run_1/util_map.png
Scale: 4 px per um. The die is cut into 9 by 9 equal tiles; dark blue is low, red is high, 0 to 100% covered.
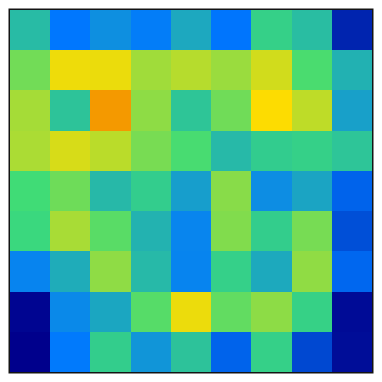
run_1/m3.png
Scale: 4 px per um.
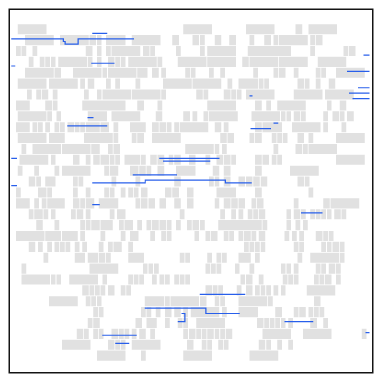
run_1/clock_wires.png
Scale: 4 px per um.
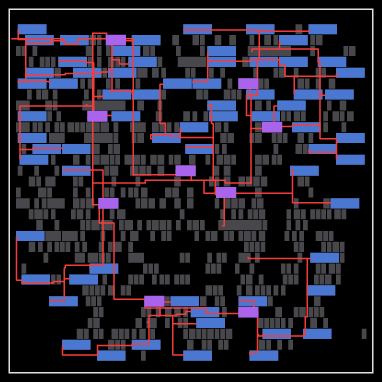
==> config.mk <==
export PLATFORM = sky130hd
export DESIGN_NAME = i2s_rx_deser
export DESIGN_NICKNAME = d
export VERILOG_FILES = /design/src/rtl/audio_pkg.sv /design/src/rtl/sync_edge_det.sv /design/src/rtl/i2s_rx_deser.sv
export SDC_FILE = /design/constraint.sdc
export NUM_CORES = 1
export LEC_CHECK = 0
export ABC_AREA = 1
export CELL_PAD_IN_SITES_DETAIL_PLACEMENT = 0
export CELL_PAD_IN_SITES_GLOBAL_PLACEMENT = 1
export CORE_MARGIN = 1
export CORE_UTILIZATION = 44
export CTS_CLUSTER_SIZE = 20
export DETAILED_ROUTE_END_ITERATION = 7
export DONT_BUFFER_PORTS = 1
export PLACE_DENSITY = 0.81
export SLEW_MARGIN = 20
export SYNTH_ARGS = -nofsm -noshare
export SYNTH_HDL_FRONTEND = slang
export SYNTH_SLANG_ARGS = --single-unit
export TNS_END_PERCENT = 50
==> constraint.sdc <==
create_clock -name clk -period 2.55 [get_ports clk]
set_clock_uncertainty 0.2 [all_clocks]
set_input_delay 0.3825 -clock clk [delete_from_list [all_inputs] [get_ports clk]]
set_output_delay 0.3825 -clock clk [all_outputs]
set_load 0.05 [all_outputs]
==> src/rtl/audio_pkg.sv <==
// audio_pkg: shared sample type, channel codes and I2S receiver FSM encoding.
package audio_pkg;
    localparam int SAMPLE_W = 16;
    typedef logic signed [SAMPLE_W-1:0] sample_t;
    localparam logic CH_LEFT  = 1'b0;
    localparam logic CH_RIGHT = 1'b1;
    localparam logic [0:0] ALIGN = 1'b0;
    localparam logic [0:0] RUN   = 1'b1;
endpackage

==> src/rtl/sync_edge_det.sv <==
// sync_edge_det: STAGES-deep pin synchroniser.
// When EDGE is set, o is a one-clk pulse on each rising edge; otherwise o is the synced level.
module sync_edge_det #(
    parameter int STAGES = 2,
    parameter bit EDGE   = 1'b0
) (
    input  logic clk,
    input  logic rst,
    input  logic d,
    output logic o
);
    logic [STAGES-1:0] sync_q;
    always_ff @(posedge clk) begin
        if (rst) sync_q <= '0;
        else     sync_q <= {sync_q[STAGES-2:0], d};
    end
    if (EDGE) begin : g_edge
        logic prev_q;
        always_ff @(posedge clk) prev_q <= rst ? 1'b0 : sync_q[STAGES-1];
        assign o = sync_q[STAGES-1] & ~prev_q;
    end else begin : g_level
        assign o = sync_q[STAGES-1];
    end
endmodule

==> src/rtl/i2s_rx_deser.sv <==
// i2s_rx_deser: I2S receiver; oversamples SCK/WS/SD and emits left-justified MSB-first words.
// Define I2S_RX_FRAME_CHECK_EN to flag short words on frame_err and count them.
module i2s_rx_deser
    import audio_pkg::*;
#(
    parameter int DATA_W      = SAMPLE_W,
    parameter int SYNC_STAGES = 2
) (
    input  logic              clk,
    input  logic              rst,
    input  logic              sck,
    input  logic              ws,
    input  logic              sd,
    output logic [DATA_W-1:0] sample,
    output logic              sample_valid,
    output logic              channel,
    output logic              frame_err
);
    localparam int CW = $clog2(DATA_W + 1);
    localparam logic [CW-1:0] FULL = CW'(DATA_W);
    logic sck_rise, ws_s, sd_s, ws_chg, take;
    logic [0:0] state_q, state_d;
    logic primed_q, primed_d, ws_prev_q, ws_prev_d, emit_q, emit_d, wch_q, wch_d;
    logic valid_q, channel_q;
    logic [DATA_W-1:0] shift_q, shift_d, shift_in, word_q, word_d, sample_q;
    logic [CW-1:0] cnt_q, cnt_d, cnt_in;
    sync_edge_det #(.STAGES(SYNC_STAGES), .EDGE(1'b1)) u_sck (.clk(clk), .rst(rst), .d(sck), .o(sck_rise));
    sync_edge_det #(.STAGES(SYNC_STAGES), .EDGE(1'b0)) u_ws  (.clk(clk), .rst(rst), .d(ws),  .o(ws_s));
    sync_edge_det #(.STAGES(SYNC_STAGES), .EDGE(1'b0)) u_sd  (.clk(clk), .rst(rst), .d(sd),  .o(sd_s));
    // ws_prev is meaningless until one edge has been seen, so no change is declared before that
    assign ws_chg   = primed_q && (ws_s != ws_prev_q);
    assign take     = cnt_q < FULL;
    assign shift_in = take ? {shift_q[DATA_W-2:0], sd_s} : shift_q;
    assign cnt_in   = take ? cnt_q + 1'b1 : cnt_q;
    always_comb begin
        state_d   = state_q;
        primed_d  = primed_q;
        ws_prev_d = ws_prev_q;
        shift_d   = shift_q;
        cnt_d     = cnt_q;
        emit_d    = 1'b0;
        word_d    = word_q;
        wch_d     = wch_q;
        if (sck_rise) begin
            primed_d  = 1'b1;
            ws_prev_d = ws_s;
            if (ws_chg) begin
                state_d = RUN;
                shift_d = '0;
                cnt_d   = '0;
                emit_d  = state_q == RUN;
                word_d  = emit_d ? shift_in << (FULL - cnt_in) : word_q;
                wch_d   = emit_d ? ws_prev_q : wch_q;
            end else if (state_q == RUN) begin
                shift_d = shift_in;
                cnt_d   = cnt_in;
            end
        end
    end
    always_ff @(posedge clk) begin
        if (rst) begin
            state_q   <= ALIGN;
            primed_q  <= 1'b0;
            ws_prev_q <= 1'b0;
            shift_q   <= '0;
            cnt_q     <= '0;
            emit_q    <= 1'b0;
            word_q    <= '0;
            wch_q     <= 1'b0;
            valid_q   <= 1'b0;
            sample_q  <= '0;
            channel_q <= 1'b0;
        end else begin
            state_q   <= state_d;
            primed_q  <= primed_d;
            ws_prev_q <= ws_prev_d;
            shift_q   <= shift_d;
            cnt_q     <= cnt_d;
            emit_q    <= emit_d;
            word_q    <= word_d;
            wch_q     <= wch_d;
            valid_q   <= emit_q;
            if (emit_q) begin
                sample_q  <= word_q;
                channel_q <= wch_q;
            end
        end
    end
    assign sample       = sample_q;
    assign sample_valid = valid_q;
    assign channel      = channel_q;
`ifdef I2S_RX_FRAME_CHECK_EN
    logic short_q, ferr_q;
    logic [7:0] err_cnt_q;
    always_ff @(posedge clk) begin
        if (rst) begin
            short_q   <= 1'b0;
            ferr_q    <= 1'b0;
            err_cnt_q <= '0;
        end else begin
            short_q <= emit_d && (cnt_in != FULL);
            ferr_q  <= short_q;
            if (short_q && err_cnt_q != 8'hFF) err_cnt_q <= err_cnt_q + 1'b1;
        end
    end
    assign frame_err = ferr_q;
`else
    assign frame_err = 1'b0;
`endif
endmodule

==> results_dict.tcl, run 1 <==
# place-and-route summary
set metrics [dict create \
    status "finished, final reports clean" \
    cts-root-buf "clkbuf_8" \
    die_w_um 90.5 \
    cts_setup_buffers 0 \
    cts_buffers 9 \
    cts_tree "built" \
    edf_count 0 \
    worstSkewPairLatency_ps 350 \
    ant_nets 0 \
    yosys_cells 548 \
    synth_async_sr_flop_share_pct 0 \
    p_sw_w 0.000460 \
    port-buffer-count 0 \
    hold_viol 0 \
    tool_warnings 26 \
    dp.cells 625 \
    syn-cell-area_um2 3450 \
    die-area_um2 8190 \
    grt_first_pass_wirelength_mm 13.8 \
    drv_slew 0 \
    fp_nets 554 \
    finalCriticalPeriod_ps 2220 \
    synth.distinct_cells 24 \
    io_pins 24 \
    grt_max_degree 48 \
    n_antenna_cell 0 \
    drtIter0Drc 126 \
    critPathSlowestCell "dfxtp_1" \
    synth_top_area_share_pct 38.9 \
    p_clk_share_pct 49.6 \
    worst-path-buf-inv 1 \
    p_per_area_nw_per_um2 578 \
    worst-endpoint-arrival_ps 2310 \
    coreArea_um2 7410 \
    clk_pin_slew_ps 80 \
    worstPathCellList "ha_1, nand2_1, nand2_1, nand2_2, inv_1, nand2_1, nand2_1, nand3_1, nand3_1, nand3_1, a21oi_1" \
    ir_worst_vdd_uv 456 \
    hp-class "in2reg" \
    p_int_w 0.00171 \
    cts_sinks 67 \
    clock.fmax_ghz 0.450 \
    first_global_vias 3080 \
    fp-utilization_pct 46.5 \
    p_leak_nw 1.69 \
    vias 3230 \
    finalNonFillerCells 644 \
    ys_seq_share_pct 38.9 \
    p_total_w 0.00217 \
    drc 0 \
    grt_overflow 0 \
    finalWirelength_mm 7.77 \
    drive_gt1_share_pct 7.52 \
    wire_per_inst_um 12.1 \
    gp_congestion 0.802 \
    die_y_um 90.5 \
    cp_max_fo 13 \
    path_delay_family "simple AND/OR/NAND/NOR gates" \
    top_cell "nand2_1" \
    synth_warnings 0 \
    synth.avg_cell_area_um2 6.29 \
    drtPass1Iterations 6 \
    htreeDepth 3 \
    seqPwrFrac_pct 48.6 \
    cts_buffer_depth 2 \
    tns_ps 0 \
    synth_top_cell_by_area "dfxtp_1" \
    power.share.combinational_pct 1.8 \
    rsz0062_at_grt "false" \
    yosys-top-cells-count "210 x nand2_1, 67 x dfxtp_1, 64 x nand3_1" \
    n_fill_cell 796 \
    cp-end-kind "flip-flop" \
    vias_per_cell 5.02 \
    dp_hpwl_mm 5.45 \
    cp_slowest_stage_delay_ps 470 \
    synth-seq-cells 67 \
    crit_top_cell "nand2_1" \
    area_leaders "dfxtp_1 39%, nand2_1 23%, nand3_1 9.3%" \
    tightest_slew_ps 653 \
]
Notes on util_map.png above:
1.2% of the tiles are over 75% full. The fullest tile reaches 83%. 2.5% of the tiles are nearly empty.

Notes on m3.png above:
20 nets have wire on it. The layer holds 2.9% of the routed length.

Notes on clock_wires.png above:
clock-net drivers: marked purple, count 9. clock wires: marked red, length 964 um. flip-flops: marked blue, count 67.
There are 10 routed clock nets. Position of the flops: all over the die.

run 1: power groups by stage:
stage | Combinational (W) | Sequential [W] | Clock (W)
6_report | 0.0000392 | 0.00105 | 0.00108
3_5_place_dp | 0.0000210 | 0.00108 | 0
4_1_cts | 0.0000408 | 0.00105 | 0.00110
3_3_place_gp | 0.0000210 | 0.00108 | 0
2_1_floorplan | 0.0000287 | 0.00108 | 0
5_1_grt | 0.0000451 | 0.00105 | 0.00114
run 1: logic make-up after synthesis:
| logic type | Yosys count | synth area share [%] |
|---|---|---|
| other | 1 | 0.109 |
| flip-flops | 67 | 38.9 |
| AND/OR/NAND/NOR | 351 | 43.2 |
| adder cells (fa/ha/maj) | 1 | 0.363 |
| AND-OR/OR-AND | 60 | 8.90 |
| buffers and inverters | 68 | 8.46 |
run 1: layout by cell type, fill, tap and decap left out, types with 2 or more instances in the layout:
master and count:
nand2_1 210, dfxtp_1 67, nand3_1 64, nor2_1 57, inv_1 38, a21oi_1 38
o21ai_0 20, nand2_2 10, clkbuf_8 9, buf_4 4, inv_2 3, nand2_4 3
bufinv_16 3, dlygate4sd3_1 3, nand4_1 2, nor2_4 2, clkinv_4 2
run 1: final timing paths:
kind / start / endpoint / slack [ps] / cells past startpoint
setup reg to reg: cnt_q[0] / word_q[14] / 330 / 11
setup / recovery: cnt_q[0] / word_q[14] / 330 / 11
hold / removal: rst / word_q[1] / 140 / 2
hold reg to reg: u_sd.sync_q[0] / u_sd.sync_q[1] / 200 / 2
run 1: stage by stage:
step / cell area [um2] / worst slack (ps) / utilization (%)
floorplan: 3450 / 655 / -
global placement: 3470 / 430 / 46.8
detailed placement: 3470 / 334 / 46.8
CTS: 3750 / 327 / 50.7
global route: 3750 / 137 / 50.7
finish: 3750 / 329 / 50.7
run 1: state kept, by name, summed over array words and instances, names as in the netlist, 2 cells and up:
register,cells
word_q,16
cnt_q,5
shift_q,16
u_ws.sync_q,2
u_sd.sync_q,2
sample,16
u_sck.sync_q,2
run 1: cell type report:
type / instances / area (um2) / area share [%]
clock buffers: 9 / 124 / 3.30
clock inverters: 6 / 115 / 3.07
inverters: 42 / 158 / 4.20
multi-input cells: 413 / 1810 / 48.3
flip-flops and latches: 67 / 1340 / 35.7
well taps: 99 / 124 / 3.30
repair buffers: 8 / 80.1 / 2.13
run 1: worst register-to-register path, cell delays in order, from the launching register on:
cell,delay [ps]
dfxtp_1,470
ha_1,240
nand2_1,60
nand2_1,70
nand2_2,70
inv_1,170
nand2_1,70
nand2_1,330
nand3_1,160
nand3_1,120
nand3_1,70
a21oi_1,120
run 1: repair_timing:
item	4_1_cts	5_1_grt
endpoints found under the hold margin	47	0
resized	0	0
hold buffers	4	0
run 1: routing by layer:
layer / wire length, um / share of wire (%) / up-vias / track usage [%]
met4: 98 / 1.3 / 0 / 8.20
met3: 223 / 2.9 / 9 / 4.46
met2: 3670 / 47 / 43 / 35.5
met1: 3780 / 49 / 1474 / 25.2
li1: - / - / 1704 / -
met5: 0 / 0 / - / 0
run_1/port_trees.png
Scale: 3 px per um.
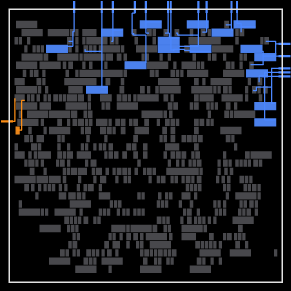

==> inputs of run 2 (changes only) <==
Settings changed: CORE_UTILIZATION 44 to 35, PLACE_DENSITY 0.81 to 0.67.
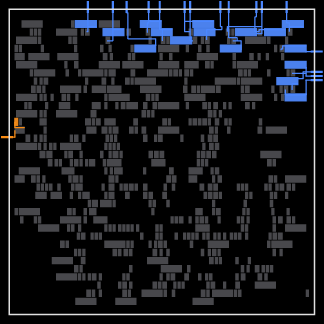
run_2/port_trees.png
Scale: 3 px per um.
sample: marked blue, direction output, edge 12 top, 4 right, end cells 16, buffers 0, wire 238 um. ws: marked orange, direction input, edge left, end cells 1, buffers 1, wire 8.50 um.
Ports: 24
buffers added on ports: 0

==> results_dict.tcl, run 2 <==
# place-and-route summary
set metrics [dict create \
    synth-seq-cells 67 \
    synth_warnings 0 \
    clock.fmax_ghz 0.438 \
    fp-utilization_pct 36.8 \
    worst-setup-path-type "reg2reg" \
    holdPathStages 2 \
    hp-class "in2reg" \
    grtUsageTotal_pct 18.1 \
    drive_gt1_share_pct 7.69 \
    ant_nets 0 \
    num_rows 35 \
    ys_top_logic_family "simple AND/OR/NAND/NOR gates" \
    critical_path.startpoint_type "flip-flop" \
    n_fill_cell 1063 \
    critPathSlowestCell "dfxtp_1" \
    clk_pin_slew_ps 90 \
    cp_max_fo 13 \
    first_global_vias 3058 \
    die_y_um 101 \
    worst_r2r_path_depth 11 \
    cts-root-buf "clkbuf_8" \
    drv_cap 0 \
    synth-simple-area-share_pct 43.2 \
    finalNonFillerCells 675 \
    seqCellArea_um2 1340 \
    htreeDepth 3 \
    synth_top_area_share_pct 38.9 \
    gp_congestion 0.755 \
    cp-end-kind "flip-flop" \
    finalSetupViolCount 0 \
    die-area_um2 10200 \
    coreArea_um2 9370 \
    yosys_cells 548 \
    worst-endpoint-arrival_ps 2370 \
    mux_area_share_pct 0 \
    xor_share_pct 0 \
    dp.cells 655 \
    die_w_um 101 \
    vias_per_cell 4.76 \
    reg2reg_slack_ps 270 \
    hold_viol 0 \
    synthFlopType "dfxtp_1" \
    worstReg2RegEnd "word_q[13]" \
    holdWs_ps 146 \
    synth.distinct_cells 24 \
    antenna_found_initial 0 \
    grt_overflow 0 \
    tool_warnings 26 \
    finalWirelength_mm 8.34 \
    p_total_w 0.00192 \
    grt_max_degree 48 \
    synth.avg_cell_area_um2 6.29 \
    finalClockPeriodUsage_pct 89.5 \
    cp_slowest_stage_delay_ps 470 \
    lay_top_cells "210 x nand2_1, 67 x dfxtp_1, 64 x nand3_1" \
    worstPathRequired_ps 2640 \
    cts_tree "built" \
    synth_adder_area_share_pct 0.363 \
    finalCriticalPeriod_ps 2280 \
    p_per_area_nw_per_um2 516 \
    drc 0 \
    syn-cell-area_um2 3450 \
    status "finished, final reports clean" \
    ys_seq_share_pct 38.9 \
    mostFrequentLayoutCell "nand2_1" \
    yosys.stat.chipArea_um2 3450 \
    cts_sinks 67 \
    worstSkewPairLatency_ps 350 \
    vias 3214 \
    crit_top_cell "nand2_1" \
    tightest_slew_ps 667 \
    worstPathCellList "ha_1, nand2_1, nand2_1, nand2_2, inv_1, nand2_1, nand2_1, nand3_1, nand3_1, nand3_1, a21oi_1" \
    synth_top_cell_by_area "dfxtp_1" \
    reg2reg_from "cnt_q[0]" \
    rsz0062_at_grt "false" \
    drtIter0Drc 141 \
    comb_area_um2 1810 \
    ir_worst_vdd_uv 249 \
    edf_count 0 \
    wire_per_inst_um 12.4 \
    cts_buffer_depth 2 \
    compound_area_share_pct 8.90 \
    yosys-top-cells-count "210 x nand2_1, 67 x dfxtp_1, 64 x nand3_1" \
    worstHoldEndpoint "word_q[3]" \
    cts_buffers 9 \
    fp_nets 554 \
    path_delay_family "simple AND/OR/NAND/NOR gates" \
    place_area_um2 3500 \
    maxSlewHeadroom_pct 55.5 \
    p_leak_nw 1.66 \
    cts_resized 0 \
    tns_ps 0 \
    synth_async_sr_flop_share_pct 0 \
    n_antenna_cell 0 \
    grt_first_pass_wirelength_mm 14.4 \
    drv_slew 0 \
    netlist_instances 548 \
    top_cell "nand2_1" \
    design_area_um2 3730 \
    area_delta_synth_final_pct 8.21 \
    min-delay-start "rst" \
    dp_hpwl_mm 5.78 \
    worst-path-buf-inv 1 \
    nNetsFinal 547 \
    drtPass1Iterations 4 \
    area_leaders "dfxtp_1 39%, nand2_1 23%, nand3_1 9.3%" \
]
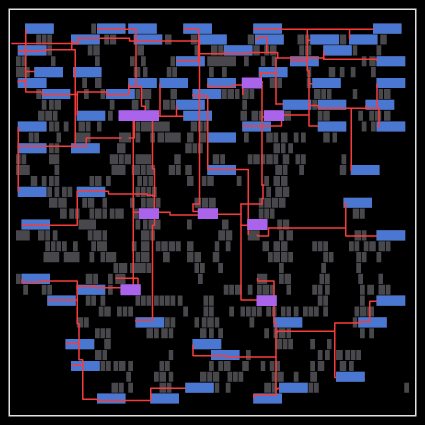
run_2/clock_wires.png
Scale: 4 px per um.
flip-flops: marked blue, count 67. clock-net drivers: marked purple, count 9. clock wires: marked red, length 1110 um.
Position of the flops: all over the die.

run 2: cell counts after synthesis:
No cell type changed its count.
run 2: worst max path at each step:
stage / slack [ps] / to / cells past startpoint / startpoint
finish: 270 / word_q[13] / 11 / cnt_q[0]
detailed placement: 290 / word_q[15] / 11 / cnt_q[0]
CTS: 240 / word_q[15] / 11 / cnt_q[0]
floorplan: 660 / word_q[14] / 12 / cnt_q[0]
global placement: 360 / word_q[15] / 11 / cnt_q[0]
global route: 30 / word_q[9] / 11 / cnt_q[0]
run 2: metrics by stage:
| step | worst slack, ps | utilization [%] |
|---|---|---|
| after floorplan | 655 | - |
| after global placement | 355 | 37.4 |
| after detailed placement | 285 | 37.4 |
| after CTS | 240 | 39.8 |
| after global routing | 26.9 | 39.8 |
| final | 268 | 39.8 |
run 2: layout make-up:
type,instances,share of cell area [%]
clock buffers,9,3.32
clock inverters,7,1.38
inverters,42,4.23
multi-input cells,413,48.6
flip-flops and latches,67,36.0
well taps,129,4.33
repair buffers,8,2.15
run 2: metal layers:
| layer | vias up | GRT usage [%] | wire length (um) | part of all wire, % |
|---|---|---|---|---|
| met5 | - | 0 | 0 | 0 |
| met4 | 0 | 8.58 | 189 | 2.3 |
| met3 | 14 | 3.11 | 237 | 2.8 |
| met2 | 40 | 29.6 | 3790 | 45 |
| met1 | 1444 | 23.2 | 4120 | 49 |
| li1 | 1716 | - | - | - |
run 2: worst reg2reg max path, delay by kind of cell (launching register included):
family,cells,cell delay [ps]
and+or+nand+nor,8,1010
DFF,1,470
adders and majority gates,1,240
buffers and inverters,1,170
AOI/OAI and AO/OA,1,120
run 2: cell families (layout without fill, tap and decap cells):
group,count (synthesis),in the layout
other,1,1
and+or+nand+nor,351,351
adders and majority gates,1,1
DFF,67,67
buffers and inverters,68,66
AOI/OAI and AO/OA,60,60
run 2: timing repair:
item / CTS / global route
hold endpoints to repair: 47 / 0
hold buffers: 4 / 0
buffers inserted: 0 / 0
setup endpoints to repair: 0 / 0
run 2: power by group:
| part | switching, W | internal, W | total, W | leakage (nW) |
|---|---|---|---|---|
| clock network | 0.000472 | 0.000358 | 0.000830 | 0.0860 |
| logic | 0.0000278 | 0.0000118 | 0.0000396 | 1.03 |
| registers | 0.00000242 | 0.00105 | 0.00105 | 0.541 |
| total | 0.000502 | 0.00142 | 0.00192 | 1.66 |
Power is estimated from default activity; no workload was simulated.
